===== config.mk =====
export PLATFORM = sky130hd
export DESIGN_NAME = fetch_pc_unit
export DESIGN_NICKNAME = d
export VERILOG_FILES = /design/src/rtl/fetch_pc_unit.sv
export SDC_FILE = /design/constraint.sdc
export NUM_CORES = 1
export LEC_CHECK = 0
export CORE_MARGIN = 2
export CORE_UTILIZATION = 30
export DETAILED_ROUTE_END_ITERATION = 10
export GPL_ROUTABILITY_DRIVEN = 0
export PLACE_DENSITY = 0.48
export SLEW_MARGIN = 10
export SYNTH_ARGS = -nofsm -noshare
export SYNTH_HDL_FRONTEND = slang
export SYNTH_SLANG_ARGS = --single-unit

===== constraint.sdc =====
create_clock -name clk -period 18.62 [get_ports clk]
set_input_delay 5.586 -clock clk [delete_from_list [all_inputs] [get_ports clk]]
set_output_delay 5.586 -clock clk [all_outputs]
set_load 0.03 [all_outputs]

===== src/rtl/fetch_pc_unit.sv =====
// Instruction-fetch stage: owns the PC, picks the next PC from PcSource,
// keeps a circular return-address stack and registers the IF/ID stage.
module fetch_pc_unit #(
    parameter int                 ADDR_W    = 32,
    parameter int                 INSTR_W   = 32,
    parameter int                 RAS_DEPTH = 8,
    parameter logic [ADDR_W-1:0]  RESET_PC  = '0,
    parameter logic [INSTR_W-1:0] NOP       = '0
) (
    input  logic               clk,
    input  logic               reset,
    input  logic [2:0]         PcSource,
    input  logic               SIG_Kill,
    input  logic               SIG_Stall,
    input  logic               SIG_Call,
    input  logic               SIG_CallRs1,
    input  logic [ADDR_W-1:0]  JumpTarget,
    input  logic [ADDR_W-1:0]  BranchTarget,
    input  logic [ADDR_W-1:0]  Rs1Target,
    output logic [ADDR_W-1:0]  ImemAddr,
    input  logic [INSTR_W-1:0] ImemData,
    output logic [INSTR_W-1:0] IfIdInstr,
    output logic [ADDR_W-1:0]  IfIdPc,
    output logic [ADDR_W-1:0]  IfIdPcPlus4,
    output logic               IfIdValid,
    output logic               RasEmpty,
    output logic               RasOverflow,
    output logic               RasUnderflow
);

    localparam int PTR_W = $clog2(RAS_DEPTH);
    localparam int CNT_W = PTR_W + 1;
    localparam logic [CNT_W-1:0] CNT_FULL = CNT_W'(RAS_DEPTH);

    logic [ADDR_W-1:0]  pc_q, pc_d, pc_plus4;
    logic [INSTR_W-1:0] ifid_instr_q, ifid_instr_d;
    logic [ADDR_W-1:0]  ifid_pc_q, ifid_pc_d;
    logic [ADDR_W-1:0]  ifid_pcp4_q, ifid_pcp4_d;
    logic               ifid_valid_q, ifid_valid_d;

    logic [ADDR_W-1:0]  ras_q [RAS_DEPTH];
    logic [PTR_W-1:0]   ptr_q, ptr_d, wr_idx;
    logic [CNT_W-1:0]   cnt_q, cnt_d;
    logic               ovf_q, ovf_d, unf_q, unf_d;
    logic               push, pop, wr_en;
    logic [ADDR_W-1:0]  ras_top;

    assign pc_plus4 = pc_q + ADDR_W'(4);
    assign ras_top  = ras_q[ptr_q];
    assign push     = (SIG_Call | SIG_CallRs1) & ifid_valid_q & ~SIG_Stall;
    assign pop      = (PcSource == 3'b100) & ifid_valid_q & ~SIG_Stall;

    always_comb begin
        pc_d = pc_q;
        if (!SIG_Stall) begin
            unique case (PcSource)
                3'b001:  pc_d = JumpTarget;
                3'b010:  pc_d = BranchTarget;
                3'b011:  pc_d = Rs1Target;
                3'b100:  pc_d = ras_top;
                default: pc_d = pc_plus4;
            endcase
        end
    end

    always_comb begin
        ifid_instr_d = ifid_instr_q;
        ifid_pc_d    = ifid_pc_q;
        ifid_pcp4_d  = ifid_pcp4_q;
        ifid_valid_d = ifid_valid_q;
        if (!SIG_Stall) begin
            ifid_pc_d    = pc_q;
            ifid_pcp4_d  = pc_plus4;
            ifid_valid_d = ~SIG_Kill;
            ifid_instr_d = SIG_Kill ? NOP : ImemData;
        end
    end

    // A simultaneous push and pop swaps the top entry in place; an empty pop
    // still walks the pointer back so the stale-entry behaviour is repeatable.
    always_comb begin
        ptr_d  = ptr_q;
        cnt_d  = cnt_q;
        ovf_d  = ovf_q;
        unf_d  = unf_q;
        wr_en  = 1'b0;
        wr_idx = ptr_q;
        if (push && pop) begin
            wr_en = 1'b1;
            if (cnt_q == '0) unf_d = 1'b1;
        end else if (push) begin
            wr_en  = 1'b1;
            wr_idx = ptr_q + PTR_W'(1);
            ptr_d  = ptr_q + PTR_W'(1);
            if (cnt_q == CNT_FULL) ovf_d = 1'b1;
            else                   cnt_d = cnt_q + CNT_W'(1);
        end else if (pop) begin
            ptr_d = ptr_q - PTR_W'(1);
            if (cnt_q == '0) unf_d = 1'b1;
            else             cnt_d = cnt_q - CNT_W'(1);
        end
    end

    always_ff @(posedge clk) begin
        if (reset) begin
            pc_q         <= RESET_PC;
            ifid_instr_q <= NOP;
            ifid_pc_q    <= '0;
            ifid_pcp4_q  <= '0;
            ifid_valid_q <= 1'b0;
            ptr_q        <= '0;
            cnt_q        <= '0;
            ovf_q        <= 1'b0;
            unf_q        <= 1'b0;
        end else begin
            pc_q         <= pc_d;
            ifid_instr_q <= ifid_instr_d;
            ifid_pc_q    <= ifid_pc_d;
            ifid_pcp4_q  <= ifid_pcp4_d;
            ifid_valid_q <= ifid_valid_d;
            ptr_q        <= ptr_d;
            cnt_q        <= cnt_d;
            ovf_q        <= ovf_d;
            unf_q        <= unf_d;
        end
    end

    // Stack storage is not reset; an underflowing pop deliberately exposes stale data.
    always_ff @(posedge clk) begin
        if (!reset && wr_en) ras_q[wr_idx] <= ifid_pcp4_q;
    end

    assign ImemAddr     = pc_q;
    assign IfIdInstr    = ifid_instr_q;
    assign IfIdPc       = ifid_pc_q;
    assign IfIdPcPlus4  = ifid_pcp4_q;
    assign IfIdValid    = ifid_valid_q;
    assign RasEmpty     = (cnt_q == '0);
    assign RasOverflow  = ovf_q;
    assign RasUnderflow = unf_q;

endmodule


### Gate families picked out, run 1

Scale bar: 50 microns.
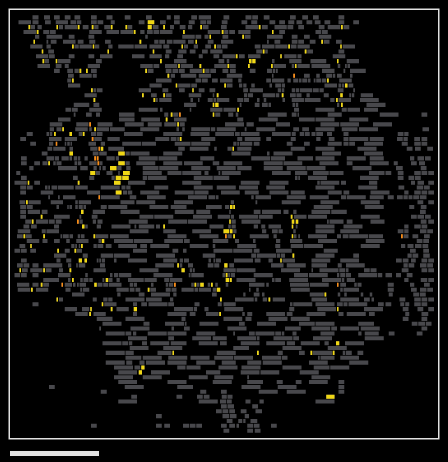
Orange shows inverters, cells 16. Yellow shows NOR gates, cells 164.

### Signal wires by layer, run 1

Scale bar: 50 microns.
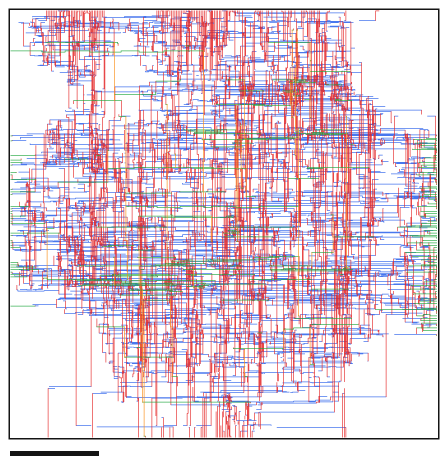
Green shows metal 3, wire length 3,410 microns. Red shows metal 2, wire length 24.9 mm. Blue shows metal 1, wire length 23.9 mm. Orange shows metal 4, wire length 1,330 microns.

==> GITHUB_STEP_SUMMARY, run 1 <==
## PnR job results

| Metric | Value |
|---|---|
| Run status | `complete, no violations` |
| Synthesized cell area | `approximately 17,000 sq um` |
| Met2 wirelength from detailed routing | `roughly 25,000 microns` |
| Post-route antenna net violation count | `0` |
| Proportion of synthesized chip area in sequential cells | `between 60% and 70%` |
| Cells in synth_stat.txt | `between 1,000 and 1,500` |
| Count of placed standard cells including taps | `roughly 2,200` |
| Clock distribution power | `0.942 mW` |
| Post-synthesis share of cell area spent on full adders, half adders and majority gates | `less than 1%` |
| Top pwr grp | `sequential cells` |
| Cell with the most instances after synthesis | `sky130_fd_sc_hd__edfxtp_1` |
| Final worst path period share | `about 50%` |
| Clock network fraction of design power | `44.3%` |
| Total negative slack | `0 ns` |
| Die W | `about 240 microns` |
| Total area of multi-input combinational cells | `between 5000 and 6000 sq um` |
| Quantity of I/O buffers inserted on ports | `268` |
| Met3 WL post-DR | `between 3000 and 4000 microns` |
| Stage-log warning count | `29` |
| Syn. warnings | `0` |
| Final Routed Wirelength | `53,500 microns` |
| Post-DR vias/cell | `roughly 5.0` |
| Largest cells by area after synthesis | `sky130_fd_sc_hd__edfxtp_1 (46%), sky130_fd_sc_hd__dfxtp_1 (17%), sky130_fd_sc_hd__mux4_2 (6.1%), sky130_fd_sc_hd__mux2i_1 (5.1%), sky130_fd_sc_hd__nor2_1 (2.9%)` |
| Seq pwr share | `46.2%` |
| Vert. Die Dim | `between 200 and 250 microns` |
| Share of the synthesized area in the top cell type | `~46%` |
| Worst-case reg-to-reg path depth | `8` |
| Met3 track utilization from global routing | `3.30%` |
| Dominant register cell | `sky130_fd_sc_hd__edfxtp_1` |
| Min setup slack post-route | `between 9 and 10 ns` |
| Endpoints failing setup | `0` |
| Number of post-CTS setup repair buffers | `0` |
| Buffer share of cell area | `a little over an eighth` |
| Worst-path cell with the longest stage delay | `sky130_fd_sc_hd__nor2_4` |
| Total routing usage reported by global routing | `a little under a fifth` |
| Final Hold Violation Tally | `0` |
| Layout Nets | `roughly 1,600` |
| Tapcells inserted | `approximately 750` |
| Non-clock buffer count | `just under 300` |
| Largest reg by FF count | `ras_q` |
| XOR/XNOR Area Share | `1.74%` |
| # rows | `86` |
| Number of buffers created by CTS | `46` |
| Mux cell area share | `13.7%` |
| Switching part of the total | `about a quarter` |
| Endpoint arrival time on the critical path | `9.47 ns` |
| Area growth syn-to-layout | `30.3%` |
| Time the final worst path needs with I/O delays and setup | `between 9 and 10 ns` |
| Cell count after synthesis | `around 1,200` |
| Bufs and invs on worst path | `3` |
### Placed standard cells, run 1

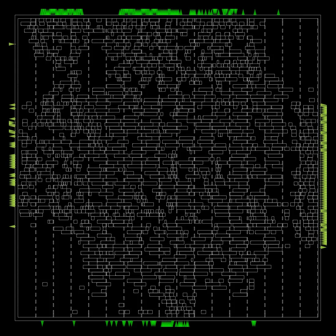
fraction of area in registers: 48.4%
number of sequential cells: 395
core footprint: 55,000 sq um

==> run 1 -> run 2 <==
--- a/config.mk
+++ b/config.mk
@@ -9,7 +9,7 @@
 export CORE_UTILIZATION = 30
 export DETAILED_ROUTE_END_ITERATION = 10
 export GPL_ROUTABILITY_DRIVEN = 0
-export PLACE_DENSITY = 0.48
+export PLACE_DENSITY = 0.5
 export SLEW_MARGIN = 10
 export SYNTH_ARGS = -nofsm -noshare
 export SYNTH_HDL_FRONTEND = slang
==> constraint.sdc (replaced) <==
create_clock -name clk -period 7.6 [get_ports clk]
set_input_delay 2.28 -clock clk [delete_from_list [all_inputs] [get_ports clk]]
set_output_delay 2.28 -clock clk [all_outputs]
set_load 0.03 [all_outputs]
### Placed standard cells, run 2

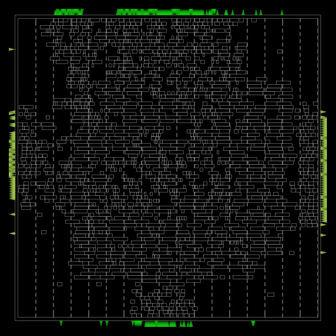
fraction of area in registers: 48.8%
Finished Core Util: 39.0%
non-filler cells, final: 2,253
tapcells inserted: 748
Filler Cells Inserted: 5,218

### The metal 4 layer, run 2

Scale bar: 50 microns.
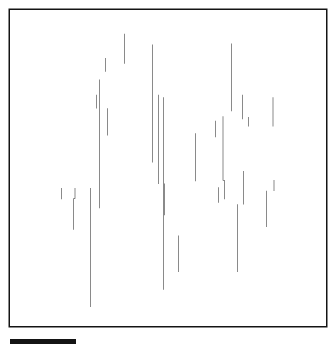
The wires run mostly vertical. The longest straight run is 146 microns. 10 nets have wire on it. The layer carries 976 microns of wire. The layer holds 1.9% of the routed length.

==> run 2 against run 1 <==
  * Wire length shrank 3.1%
  * Clock power grew 120%
  * Register-to-register slack lost 11 ns
  * Die size is the same
  * Combinational power grew 140%
  * Global-route usage shrank 0.53 points
  * Cell count shrank 0.18%
  * Sequential share of layout area grew 0.45 points
  * Highest routed layer unchanged
==> GITHUB_STEP_SUMMARY, run 2 <==
## PnR job results

| Metric | Value |
|---|---|
| Syn. warnings | `0 (unchanged)` |
| Total negative slack | `0 ns (unchanged)` |
| Post-DR vias/cell | `4.99 (-0.70%)` |
| Largest cells by area after synthesis | `sky130_fd_sc_hd__edfxtp_1 (46%), sky130_fd_sc_hd__dfxtp_1 (17%), sky130_fd_sc_hd__mux4_2 (6.1%), sky130_fd_sc_hd__mux2i_1 (5.1%), sky130_fd_sc_hd__nor2_1 (2.9%)` |
| Area growth syn-to-layout | `29.1%` |
| Proportion of synthesized chip area in sequential cells | `63.0% (unchanged)` |
| Total area of multi-input combinational cells | `5730 sq um (unchanged)` |
| Residual overflow from global routing | `0` |
| Endpoint arrival time on the critical path | `5.84 ns (-3.63 ns)` |
| Core footprint | `55,000 sq um (unchanged)` |
| Clock network fraction of design power | `42.0% (-2.3 points)` |
| Worst-case reg-to-reg path depth | `9 (+1)` |
| Post-synthesis share of cell area spent on full adders, half adders and majority gates | `0.798% (unchanged)` |
| Min setup slack post-route | `1.95 ns (-7.38 ns)` |
| Cell-by-cell trace of the critical path | `clkdlybuf4s50_1, or3b_1, nor2_2, nand2_1, inv_1, ha_1, or3_1, mux2i_1, nand2b_1, nor2_4, buf_4` |
| Synthesized cell area | `16,600 sq um (unchanged)` |
| Layout clock buffers | `roughly 60` |
| Endpoints failing setup | `0 (unchanged)` |
| Top pwr grp | `sequential cells` |
| Met3 WL post-DR | `2780 microns (-19%)` |
| Cell count after synthesis | `1,230 (unchanged)` |
| Crit. Startpoint | `PcSource[2]` |
| Clock distribution power | `2.09 mW (+120%)` |
| Post-synthesis area per instance | `between 10 and 15 sq um` |
| Count of placed standard cells including taps | `2,171 (+0.046%)` |
| Mux cell area share | `13.7% (unchanged)` |
| Sum of net half-perimeters after detailed placement | `around 34,000 microns` |
| Total routing usage reported by global routing | `17.9% (-0.53 points)` |
| XOR/XNOR Area Share | `1.74% (unchanged)` |
| Time the final worst path needs with I/O delays and setup | `about 5.7 ns` |
| Synth async-reset ratio | `0%` |
| Stage-log warning count | `29 (unchanged)` |
| Quantity of I/O buffers inserted on ports | `268 (unchanged)` |
| Dominant register cell | `sky130_fd_sc_hd__edfxtp_1` |
| Die W | `239 microns (unchanged)` |
| Worst-path cell with the longest stage delay | `sky130_fd_sc_hd__nor2_2` |
| Layout Nets | `1,616 (-0.12%)` |
| Core utilization before placement | `30.2%` |
| Final Hold Violation Tally | `0 (unchanged)` |
| Met3 track utilization from global routing | `3.22% (-0.081 points)` |
| Post-route antenna net violation count | `0 (unchanged)` |
| Worst skew pair latency | `approximately 0.57 ns` |
| Cells in synth_stat.txt | `1,230 (unchanged)` |
| Switching part of the total | `24.3% (+0.59 points)` |
| Max-slew violations | `0` |
| Buffer share of cell area | `13.3% (+0.031 points)` |
| Final worst path period share | `between 70% and 80%` |
| Run status | `complete, no violations` |
| Number of buffers created by CTS | `44 (-4.3%)` |
| Total power | `around 5 mW` |
| Share of the synthesized area in the top cell type | `46.2% (unchanged)` |
| Met2 wirelength from detailed routing | `24,700 microns (-0.92%)` |
| Power in combinational cells | `about 0.49 mW` |
| Total die area | `roughly 57,000 sq um` |
| Vert. Die Dim | `239 microns (unchanged)` |
| Largest reg by FF count | `ras_q` |
| Cell with the most instances after synthesis | `sky130_fd_sc_hd__edfxtp_1` |
| Number of cells on the critical path | `11` |
| Number of post-CTS setup repair buffers | `0 (unchanged)` |
| Seq pwr share | `48.3% (+2.1 points)` |
### Cell classes on the final placement, run 2

Scale bar: 50 microns. Fill, decap, tap and diode cells in grey.
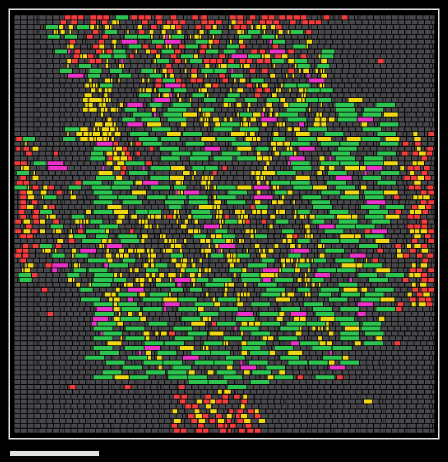
Red shows other buffers and delay cells, cells 292. Magenta shows clock drivers and dummy loads, cells 82. Green shows flops, cells 395. Yellow shows combinational and other logic, cells 736.

Power is estimated from default activity; no workload was simulated.
